==> src/rtl/ips2l_pcie_dma_pkg.sv <==
// rtl/ips2l_pcie_dma_pkg.sv - shared TLP constants, FSM encoding and keep helper for the DMA MWr path
package ips2l_pcie_dma_pkg;

    localparam logic [2:0] FMT_3DW_DATA = 3'b010;
    localparam logic [2:0] FMT_4DW_DATA = 3'b011;
    localparam logic [4:0] TYPE_MEM     = 5'b00000;

    typedef enum logic [2:0] {
        ST_IDLE  = 3'd0,
        ST_WAIT  = 3'd1,
        ST_DATA  = 3'd2,
        ST_DRAIN = 3'd3,
        ST_DONE  = 3'd4
    } mwr_state_t;

    // Keep mask for the final data beat: a remainder of 0 means the beat is full.
    function automatic logic [3:0] keep_from_len(input logic [1:0] len);
        case (len)
            2'd1:    keep_from_len = 4'h1;
            2'd2:    keep_from_len = 4'h3;
            2'd3:    keep_from_len = 4'h7;
            default: keep_from_len = 4'hF;
        endcase
    endfunction

endpackage

==> src/rtl/ips2l_pcie_axis_skid.sv <==
// rtl/ips2l_pcie_axis_skid.sv - 2-entry register skid with registered outputs
module ips2l_pcie_axis_skid #(
    parameter int W = 133
) (
    input  logic         clk,
    input  logic         rst_n,
    input  logic [W-1:0] s_tdata,
    input  logic         s_tvalid,
    output logic         s_tready,
    output logic [W-1:0] m_tdata,
    output logic         m_tvalid,
    input  logic         m_tready
);

    // Entry 0 is always the head; entry 1 is only valid when entry 0 is.
    logic [W-1:0] ent0_q, ent1_q;
    logic         v0_q, v1_q;
    logic         push, pop;

    assign pop      = v0_q & m_tready;
    assign s_tready = ~v1_q | pop;
    assign push     = s_tvalid & s_tready;
    assign m_tdata  = ent0_q;
    assign m_tvalid = v0_q;

    // Shift entries on pop, append on push; simultaneous push and pop keeps occupancy.
    always_ff @(posedge clk or negedge rst_n) begin
        if (!rst_n) begin
            ent0_q <= '0;
            ent1_q <= '0;
            v0_q   <= 1'b0;
            v1_q   <= 1'b0;
        end else begin
            if (push && !pop) begin
                if (!v0_q) begin
                    ent0_q <= s_tdata;
                    v0_q   <= 1'b1;
                end else begin
                    ent1_q <= s_tdata;
                    v1_q   <= 1'b1;
                end
            end else if (pop && !push) begin
                ent0_q <= ent1_q;
                v0_q   <= v1_q;
                v1_q   <= 1'b0;
            end else if (pop && push) begin
                if (v1_q) begin
                    ent0_q <= ent1_q;
                    ent1_q <= s_tdata;
                end else begin
                    ent0_q <= s_tdata;
                end
            end
        end
    end

endmodule

==> src/rtl/ips2l_pcie_dma_mwr_tx.sv <==
// rtl/ips2l_pcie_dma_mwr_tx.sv - forms one MWr TLP from a request and read-controller data beats
module ips2l_pcie_dma_mwr_tx
    import ips2l_pcie_dma_pkg::*;
#(
    parameter int RAM_ADDR_WIDTH = 16
) (
    input  logic                      clk,
    input  logic                      rst_n,
    input  logic                      i_mwr_req,
    input  logic [9:0]                i_mwr_length,
    input  logic [63:0]               i_mwr_addr,
    input  logic [RAM_ADDR_WIDTH-1:0] i_ram_addr,
    input  logic [15:0]               i_req_id,
    output logic                      o_mwr_busy,
    output logic                      o_mwr_done,
    output logic                      o_rd_en,
    output logic [9:0]                o_rd_length,
    output logic [63:0]               o_rd_addr,
    output logic                      o_tlp_tx,
    output logic                      o_tx_hold,
    input  logic                      i_gen_tlp_start,
    input  logic [127:0]              i_rd_data,
    input  logic                      i_last_data,
    output logic                      o_axis_tvalid,
    output logic [127:0]              o_axis_tdata,
    output logic [3:0]                o_axis_tkeep,
    output logic                      o_axis_tlast,
    input  logic                      i_axis_tready
);

    localparam int SKID_W = 128 + 4 + 1;

    mwr_state_t                state_q, state_d;
    logic [9:0]                len_q;
    logic [63:0]               addr_q;
    logic [RAM_ADDR_WIDTH-1:0] ram_q;
    logic [15:0]               req_id_q;
    logic [7:0]                tag_q;

    logic              skid_in_ready, skid_in_valid, skid_out_valid;
    logic [SKID_W-1:0] skid_in_data, skid_out_data;
    logic              push_hdr, push_data, last_accept, is_4dw;
    logic [31:0]       dw0, dw1, dw2, dw3, addr_lo;
    logic [3:0]        hdr_keep, data_keep;

    // Header fields are built from the latched request so they stay stable across WAIT.
    assign is_4dw    = |addr_q[63:32];
    assign addr_lo   = addr_q[31:0] & 32'hFFFF_FFFC;
    assign dw0       = {(is_4dw ? FMT_4DW_DATA : FMT_3DW_DATA), TYPE_MEM, 14'd0, len_q};
    assign dw1       = {req_id_q, tag_q, ((len_q == 10'd1) ? 4'h0 : 4'hF), 4'hF};
    assign dw2       = is_4dw ? addr_q[63:32] : addr_lo;
    assign dw3       = is_4dw ? addr_lo : 32'd0;
    assign hdr_keep  = is_4dw ? 4'hF : 4'h7;
    assign data_keep = i_last_data ? keep_from_len(len_q[1:0]) : 4'hF;

    assign push_hdr      = (state_q == ST_WAIT) && i_gen_tlp_start && skid_in_ready;
    assign push_data     = (state_q == ST_DATA) && i_gen_tlp_start && skid_in_ready;
    assign skid_in_valid = push_hdr | push_data;
    assign skid_in_data  = (state_q == ST_WAIT) ? {dw3, dw2, dw1, dw0, hdr_keep, 1'b0}
                                                : {i_rd_data, data_keep, i_last_data};
    assign last_accept   = (state_q == ST_DRAIN) && o_axis_tvalid && i_axis_tready && o_axis_tlast;

    assign o_tx_hold     = ~skid_in_ready;
    assign o_rd_length   = len_q;
    assign o_rd_addr     = {{(64-RAM_ADDR_WIDTH){1'b0}}, ram_q};
    assign o_axis_tvalid = skid_out_valid;
    assign o_axis_tdata  = skid_out_data[SKID_W-1:5];
    assign o_axis_tkeep  = skid_out_data[4:1];
    assign o_axis_tlast  = skid_out_data[0];

    ips2l_pcie_axis_skid #(.W(SKID_W)) u_skid (
        .clk      (clk),
        .rst_n    (rst_n),
        .s_tdata  (skid_in_data),
        .s_tvalid (skid_in_valid),
        .s_tready (skid_in_ready),
        .m_tdata  (skid_out_data),
        .m_tvalid (skid_out_valid),
        .m_tready (i_axis_tready)
    );

    // State register.
    always_ff @(posedge clk or negedge rst_n) begin
        if (!rst_n) state_q <= ST_IDLE;
        else        state_q <= state_d;
    end

    // Next-state logic.
    always_comb begin
        state_d = state_q;
        case (state_q)
            ST_IDLE:  if (i_mwr_req) state_d = ST_WAIT;
            ST_WAIT:  if (push_hdr) state_d = ST_DATA;
            ST_DATA:  if (push_data && i_last_data) state_d = ST_DRAIN;
            ST_DRAIN: if (last_accept) state_d = ST_DONE;
            ST_DONE:  state_d = ST_IDLE;
            default:  state_d = ST_IDLE;
        endcase
    end

    // State-decoded outputs; o_rd_en drops in DONE so the next request gives a clean rising edge.
    always_comb begin
        o_mwr_busy = (state_q != ST_IDLE);
        o_rd_en    = (state_q == ST_WAIT) || (state_q == ST_DATA) || (state_q == ST_DRAIN);
        o_tlp_tx   = (state_q == ST_DATA);
        o_mwr_done = (state_q == ST_DONE);
    end

    // Capture the request only when idle; later requests are ignored.
    always_ff @(posedge clk or negedge rst_n) begin
        if (!rst_n) begin
            len_q    <= '0;
            addr_q   <= '0;
            ram_q    <= '0;
            req_id_q <= '0;
        end else if ((state_q == ST_IDLE) && i_mwr_req) begin
            len_q    <= i_mwr_length;
            addr_q   <= i_mwr_addr;
            ram_q    <= i_ram_addr;
            req_id_q <= i_req_id;
        end
    end

    // Tag advances once per completed TLP and wraps naturally at 8 bits.
    always_ff @(posedge clk or negedge rst_n) begin
        if (!rst_n)                  tag_q <= '0;
        else if (state_q == ST_DONE) tag_q <= tag_q + 8'd1;
    end

endmodule

==> config.mk <==
export PLATFORM = sky130hd
export DESIGN_NAME = ips2l_pcie_dma_mwr_tx
export DESIGN_NICKNAME = d
export VERILOG_FILES = /design/src/rtl/ips2l_pcie_dma_pkg.sv /design/src/rtl/ips2l_pcie_axis_skid.sv /design/src/rtl/ips2l_pcie_dma_mwr_tx.sv
export SDC_FILE = /design/constraint.sdc
export NUM_CORES = 1
export LEC_CHECK = 0
export CORE_ASPECT_RATIO = 1.25
export CORE_MARGIN = 4
export CORE_UTILIZATION = 54
export CTS_CLUSTER_SIZE = 25
export DETAILED_ROUTE_END_ITERATION = 10
export GPL_TIMING_DRIVEN = 0
export PLACE_DENSITY = 0.87
export SLEW_MARGIN = 20
export SYNTH_ARGS = -nofsm -noshare
export SYNTH_HDL_FRONTEND = slang
export SYNTH_HIERARCHICAL = 1
export SYNTH_SLANG_ARGS = --single-unit
==> constraint.sdc <==
create_clock -name clk -period 8.3 [get_ports clk]
set_input_delay 0.83 -clock clk [delete_from_list [all_inputs] [get_ports clk]]
set_output_delay 0.83 -clock clk [all_outputs]
set_load 0.1 [all_outputs]
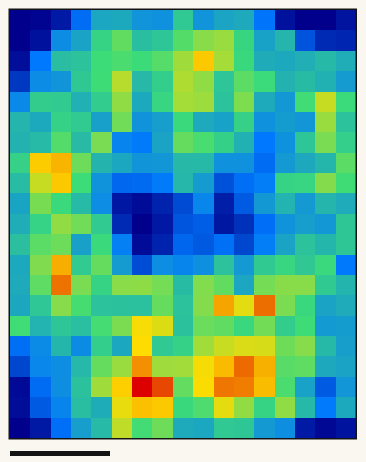
*Routed metal per tile, run 1*
The bar under the picture is 50 um long. The die is cut into 17 by 21 equal tiles; dark blue is low, red is high, scaled to the fullest tile. Values are wire area over tile area, all layers added.
emptiest ninth of the die: center
fullest tile: 0.57
nearly empty tiles: 2.2%
densest ninth of the die: south
tiles over half the peak: 31%
Tot GR Track Use: 28.4%
final WL: 53,300 um

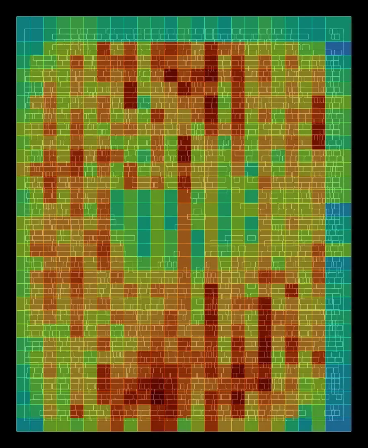
*Routing congestion map, run 1*
M1 GR Usage: 33.3%
Final Core Density: 73.9%

==> Slide: Implementation Results, run 1 <==
Flow Results at a Glance

Yosys
  – MUX share of area: 32.9%
  – Xor/xnor share: 0.338%
  – Post-synth top cells: dfrtp_1 (383), mux2_2 (380), nand2_1 (173)
  – Chip area in the Yosys report: around 0.018 mm^2
  – Simple-Gate Area Share: 6.04%
  – Flops after synth: between 300 and 400
  – Top cells by area: dfrtp_1 (53%), mux2_2 (24%), mux2_1 (7.6%), nand2_1 (3.6%), buf_4 (2.3%)
  – Ys flop type: dfrtp_1
  – Netlist cell types: between 40 and 50
  – Fraction of registers with async set/reset: 100%

Finish
  – Fin nets: 2,136
  – Max-area cell class: registers
  – Combinational fraction of the cell area: 32.2%
  – Seq_cells: 383
  – ClkCell Share: 5.50%

Detailed routing
  – WL met1: 20,000 um
  – Met2 WL: about 27,000 um
  – Iteration tally of the first detailed-router pass: 5
  – Detail Route Antenna Nets: 0
  – Via count: about 13,000
  – Vias per inst: 5.52

Setup path
  – Reg2Reg Launch Point: state_q[0]
  – Required @ worst endpoint: slightly below 9 ns
  – Critical Path Start: state_q[0]
  – Worst setup path class: reg2reg

GRT
  – Number of global-route vias before repair: roughly 14,000
  – Met2 Usage GRT: 49.3%
  – Most used routing layer in global routing: met2

Floorplan
  – Top Ports: 453
  – Die Wd: 172 um
  – Die area: 0.0366 mm^2
  – Die Y: about 210 um

CTS
  – CTS tree: yes
  – CTS Buf Count: 40
  – Clock Tree Buf Depth: 3

Place
  – Place WS: 4.18 ns
  – Post-DP Area: 0.0230 mm^2
  – Port bufs: 402

Timing
  – Final setup fails: 0
  – Max Fclk: 0.246 GHz
  – Slew Limit Fails: 0
  – Setup TNS: 0 ns

Run status
  – Status: completed

Worst hold path
  – Hold Crit Class: in2async

Job
  – OpenROAD warnings: 31
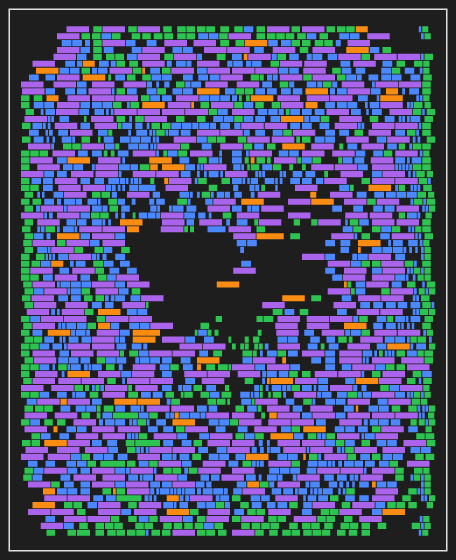
*Cells colored by class, run 1*
| color | class | cells | share of their area |
|---|---|---|---|
| orange | clock drivers and dummy loads | 74 | 5.6% |
| green | remaining buffers and delay cells | 539 | 21% |
| purple | registers | 383 | 40% |
| blue | remaining logic cells | 926 | 33% |
CORE AREA: 0.0330 mm^2
Seq area share: 39.3%

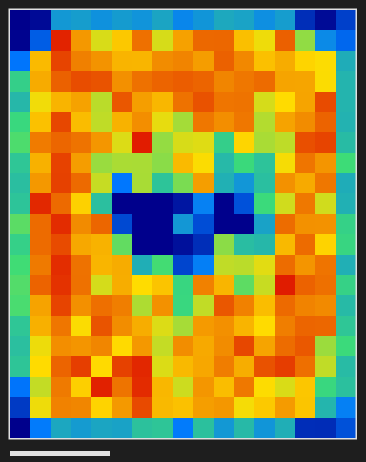
*Local utilization, run 1*
The bar under the picture is 50 um long. The die is cut into 17 by 21 equal tiles; dark blue is low, red is high, 0 to 100% covered.
nearly empty tiles: 3.6%
fullest tile: 97%
tiles over 75% full: 53%
mean over tiles: 65%
Core Util at FP: 55.1%

-- run 1: worst max-delay path, delay by kind of cell (launching register included) --
family	cells	cell delay, ns
AND-OR/OR-AND	2	0.56
adder cells (fa/ha/maj)	1	0.28
buffers and inverters	4	1.37
flip-flops	1	0.36
multiplexers	2	0.66
AND/OR/NAND/NOR	2	0.70
-- run 1: flip-flops by register name, summed over array words and instances, names as in the netlist --
signal,cells
u_skid/v1_q,1
tag_q,8
u_skid/m_tvalid,1
state_q,3
u_skid/ent1_q,133
ram_q,16
u_skid/m_tdata,133
req_id_q,16
o_rd_length,10
addr_q,62
### Cell sizes after repair, run 1

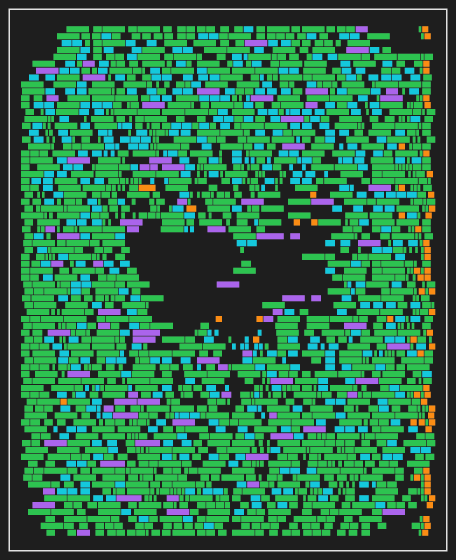

==> run 2, diff against run 1 <==
--- a/config.mk
+++ b/config.mk
@@ -7,11 +7,11 @@
 export LEC_CHECK = 0
 export CORE_ASPECT_RATIO = 1.25
 export CORE_MARGIN = 4
-export CORE_UTILIZATION = 54
+export CORE_UTILIZATION = 50
 export CTS_CLUSTER_SIZE = 25
 export DETAILED_ROUTE_END_ITERATION = 10
 export GPL_TIMING_DRIVEN = 0
-export PLACE_DENSITY = 0.87
+export PLACE_DENSITY = 0.81
 export SLEW_MARGIN = 20
 export SYNTH_ARGS = -nofsm -noshare
 export SYNTH_HDL_FRONTEND = slang
==> constraint.sdc (replaced) <==
create_clock -name clk -period 4 [get_ports clk]
set_input_delay 0.4 -clock clk [delete_from_list [all_inputs] [get_ports clk]]
set_output_delay 0.4 -clock clk [all_outputs]
set_load 0.1 [all_outputs]
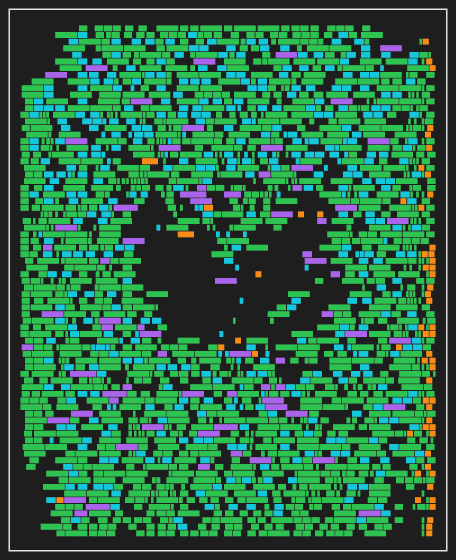
*Cell sizes after repair, run 2*
| color | size | cells |
|---|---|---|
| cyan | x2 | 441 |
| purple | x6 and larger | 70 |
| green | x1 and smaller | 1,346 |
| orange | x3 and x4 | 60 |

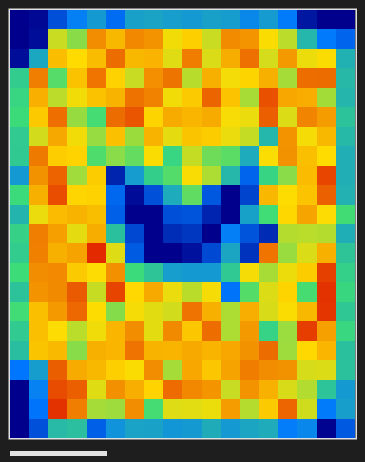
*Local utilization, run 2*
The bar under the picture is 50 um long. The die is cut into 18 by 22 equal tiles; dark blue is low, red is high, 0 to 100% covered.
tiles over 75% full: 41%
nearly empty tiles: 4.3%
fullest tile: 95%
mean over tiles: 60%
emptiest ninth of the die: center
Final Core Density: 68.4%
CORE AREA: 0.0356 mm^2
Core Util at FP: 50.9%

==> run 2 against run 1 <==
Against the previous run:
- clock skew shrank 0.0063 ns
- sequential cell count is the same
- synthesized cell count is the same
- first-iteration DRC count shrank 14%
- utilization shrank 5.5 points
- clock-buffer cell count shrank 3
- register-to-register slack lost 4.0 ns
- cell area is essentially flat
- fmax grew 8.1%
- critical path type unchanged
- highest routed layer unchanged
==> Slide: Implementation Results, run 2 <==
Flow Results at a Glance

Run status
  – Status: completed (unchanged)

Yosys
  – Netlist cell types: 44 (unchanged)
  – Top cells by area: dfrtp_1 (53%), mux2_2 (24%), mux2_1 (7.6%), nand2_1 (3.6%), buf_4 (2.3%) (unchanged)
  – Ys flop type: dfrtp_1 (unchanged)
  – Chip area in the Yosys report: 0.0181 mm^2 (unchanged)

Detailed routing
  – Detail Route Antenna Nets: 0 (unchanged)
  – Vias per inst: 5.26 (was 5.52)
  – Iteration tally of the first detailed-router pass: 5 (unchanged)
  – Via count: 12,600 (was 13,000)
  – Final WL: 51,800 um (was 53,300 um)
  – WL met1: 19,900 um (was 20,000 um)
  – Met2 WL: 26,200 um (was 27,100 um)

Setup path
  – Critical Path Start: state_q[0] (unchanged)
  – Reg2Reg Launch Point: state_q[0] (unchanged)
  – Required @ worst endpoint: 4.41 ns (was 8.72 ns)

GRT
  – Most used routing layer in global routing: met2 (unchanged)
  – Tot GR Track Use: 25.8% (was 28.4%)

CTS
  – CTS Buf Count: 40 (unchanged)
  – CTS tree: yes (unchanged)
  – Clock Tree Buf Depth: 3 (unchanged)

Floorplan
  – Die area: 0.0394 mm^2 (was 0.0366 mm^2)
  – Die Wd: 178 um (was 172 um)
  – Die Y: 221 um (was 213 um)
  – Top Ports: 453 (unchanged)

Finish
  – Combinational fraction of the cell area: 32.2% (about the same)
  – Max-area cell class: registers (unchanged)
  – Fin nets: 2,137 (was 2,136)

Timing
  – Slew Limit Fails: 0 (unchanged)
  – Max Fclk: 0.266 GHz (was 0.246 GHz)

Worst hold path
  – Hold Crit Class: in2async (unchanged)

Place
  – Port bufs: 402 (unchanged)
[run 2: cell counts after synthesis]
Identical to the previous run, type by type.
[run 2: worst max-delay path: stages, from the launching register on]
cell and delay, ns:
dfrtp_1 0.35, buf_2 0.23, nor3b_4 0.39, clkbuf_2 0.35, o211a_1 0.24, and2_1 0.17, ha_1 0.28, o21bai_4 0.28
clkbuf_4 0.36, buf_2 0.31, mux2_2 0.38, mux2_2 0.27
[run 2: cell families after synthesis]
| family | count (synthesis) | synth area share (%) |
|---|---|---|
| AOI/OAI and AO/OA | 82 | 2.56 |
| xor gates and xnor gates | 7 | 0.338 |
| adders and majority gates | 6 | 0.414 |
| buffers and inverters | 140 | 4.94 |
| DFF | 383 | 52.8 |
| muxes | 533 | 32.9 |
| other | 2 | 0.0414 |
| and+or+nand+nor | 241 | 6.04 |
==> run 3, diff against run 2 <==
--- a/config.mk
+++ b/config.mk
@@ -10,6 +10,7 @@
 export CORE_UTILIZATION = 50
 export CTS_CLUSTER_SIZE = 25
 export DETAILED_ROUTE_END_ITERATION = 10
+export GPL_ROUTABILITY_DRIVEN = 0
 export GPL_TIMING_DRIVEN = 0
 export PLACE_DENSITY = 0.81
 export SLEW_MARGIN = 20
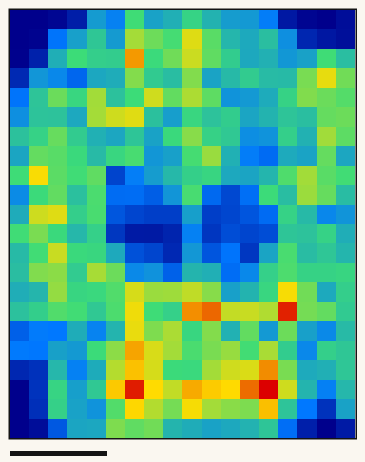
*Routed metal per tile, run 3*
The bar under the picture is 50 um long. The die is cut into 18 by 22 equal tiles; dark blue is low, red is high, scaled to the fullest tile. Values are wire area over tile area, all layers added.
tiles over half the peak: 34%
densest ninth of the die: south
emptiest ninth of the die: center
mean over tiles: 0.21
fullest tile: 0.50
nearly empty tiles: 3.0%

==> run 3 against run 2 <==
Against the previous run:
- cell count is the same
- utilization did not move
- area after synthesis is the same
- clock-buffer cell count unchanged
- sequential share of layout area is the same
- setup slack stayed put
- routed wire length did not move
- register-to-register slack about the same
- synthesized cell count stayed put
- sequential cell count unchanged
- fmax unchanged
==> Slide: Implementation Results, run 3 <==
Flow Results at a Glance

CTS
  – CTS tree: yes (unchanged)
  – CTS Buf Count: 40 (unchanged)
  – Clock net sink count: 383 (unchanged)
  – CTS clock-pin slew for the worst setup and hold paths: 0.06 ns (about the same)
  – Clock Tree Buf Depth: 3 (unchanged)
  – Root buf cell: clkbuf_16 (unchanged)

Floorplan
  – Die Wd: 178 um (unchanged)
  – Die area: 0.0394 mm^2 (unchanged)
  – Core Util at FP: 50.9% (unchanged)
  – CORE AREA: 0.0356 mm^2 (unchanged)
  – Die Y: 221 um (unchanged)
  – Top Ports: 453 (unchanged)
  – Num rows: 77 (unchanged)

Setup path
  – Required @ worst endpoint: 4.41 ns (about the same)
  – Crit path buf inv count: 4 (unchanged)
  – Crit-path slowest cell: nor3b_4 (unchanged)
  – CP endpoint kind: register (unchanged)
  – Critical path's top delay family: buffers and inverters (unchanged)
  – Startpoint type of the worst setup path: register (unchanged)
  – Worst path cell trace: buf_2 > nor3b_4 > clkbuf_2 > o211a_1 > and2_1 > ha_1 > o21bai_4 > clkbuf_4 > buf_2 > mux2_2 > mux2_2 (unchanged)
  – Worst setup path class: reg2reg (unchanged)
  – Critical path's largest stage delay: 0.39 ns (about the same)

Worst hold path
  – Hold Crit Class: in2async (unchanged)

Finish
  – ClkCell Share: 5.16% (unchanged)
  – Seq_cells: 383 (unchanged)
  – Seq area share: 39.3% (unchanged)
  – Final Core Density: 68.4% (unchanged)
  – Final standard cell count with taps included and fillers excluded: 2,403 (unchanged)
  – Ant diodes: 12 (unchanged)
  – Fin nets: 2,137 (unchanged)
  – Max-area cell class: registers (unchanged)
  – Filler Cell Count: 2,615 (unchanged)
  – Signal buffers: 540 (unchanged)
  – Combinational fraction of the cell area: 32.2% (unchanged)
  – MI comb cells: 919 (unchanged)

Yosys
  – Ys flop type: dfrtp_1 (unchanged)
  – Xor/xnor share: 0.338% (unchanged)
  – Max-area cell share: 52.8% (unchanged)
  – Fraction of registers with async set/reset: 100% (unchanged)
  – Yosys Instances: 1,394 (unchanged)
  – Chip area in the Yosys report: 0.0181 mm^2 (unchanged)
  – Adder Area Share: 0.414% (unchanged)
  – MUX share of area: 32.9% (unchanged)
  – Synth logic family: multiplexers (unchanged)
  – Top cells by area: dfrtp_1 (53%), mux2_2 (24%), mux2_1 (7.6%), nand2_1 (3.6%), buf_4 (2.3%) (unchanged)
  – Netlist cell types: 44 (unchanged)
  – Flops after synth: 383 (unchanged)
  – Post-synth top cells: dfrtp_1 (383), mux2_2 (380), nand2_1 (173) (unchanged)
  – Ao+oa area frac: 2.56% (unchanged)
  – EDFF count, synth: 0 (unchanged)
  – Simple-Gate Area Share: 6.04% (unchanged)

Timing
  – Final tally of hold violations: 0 (unchanged)
  – Setup TNS: 0 ns (unchanged)
  – Slew Limit Fails: 0 (unchanged)
  – Worst slew margin: 22.1% (unchanged)
  – Max Fclk: 0.266 GHz (unchanged)
  – Final setup fails: 0 (unchanged)
  – Setup ws final: 0.247 ns (unchanged)
  – Clock skew: 0.0130 ns (unchanged)

Detailed routing
  – # DRC: 0 (unchanged)
  – Detail Route Antenna Nets: 0 (unchanged)
  – Met2 WL: 26,200 um (unchanged)
  – Iteration tally of the first detailed-router pass: 5 (unchanged)
  – WL met1: 19,900 um (unchanged)
  – Final WL: 51,800 um (unchanged)
  – Via count: 12,600 (unchanged)
  – Vias per inst: 5.26 (unchanged)

Place
  – Port bufs: 402 (unchanged)
  – Post-DP Area: 0.0231 mm^2 (unchanged)
  – Place WS: -0.198 ns (unchanged)

GRT
  – M1 GR Usage: 30.7% (unchanged)
  – Tot GR Track Use: 25.8% (unchanged)
  – Number of global-route vias before repair: 13,800 (unchanged)
  – Met2 Usage GRT: 44.3% (unchanged)
  – Initial antenna violation count: 12 (unchanged)

Job
  – Max-Cap Viols: 0 (unchanged)
  – OpenROAD warnings: 31 (unchanged)

Run status
  – Status: completed (unchanged)
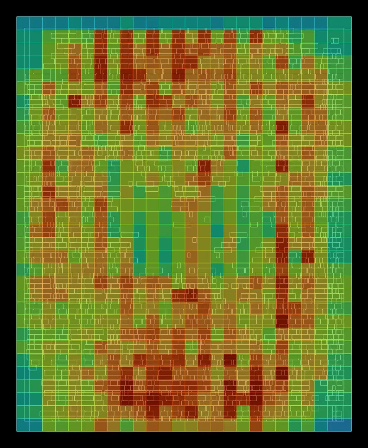
*Routing congestion map, run 3*
Avg WL per Cell: 21.6 um
most used routing layer in global routing: met2

run 3: cell counts in the layout (fill, tap and decap cells not counted):
No cell type changed its count.
run 3: worst paths after layout:
check                                 from            endpoint  slack, ns  cells past startpoint
max in group asynchronous            rst_n   u_skid/ent1_q[57]       2.36                      4
hold reg to reg                  addr_q[3]           addr_q[3]       0.48                      1
hold / removal                       rst_n            ram_q[9]       0.41                      2
setup / recovery                state_q[0]  u_skid/m_tdata[76]       0.25                     11
setup reg to reg                state_q[0]  u_skid/m_tdata[76]       0.25                     11
min in group clk           i_mwr_length[0]      o_rd_length[0]       0.43                      3
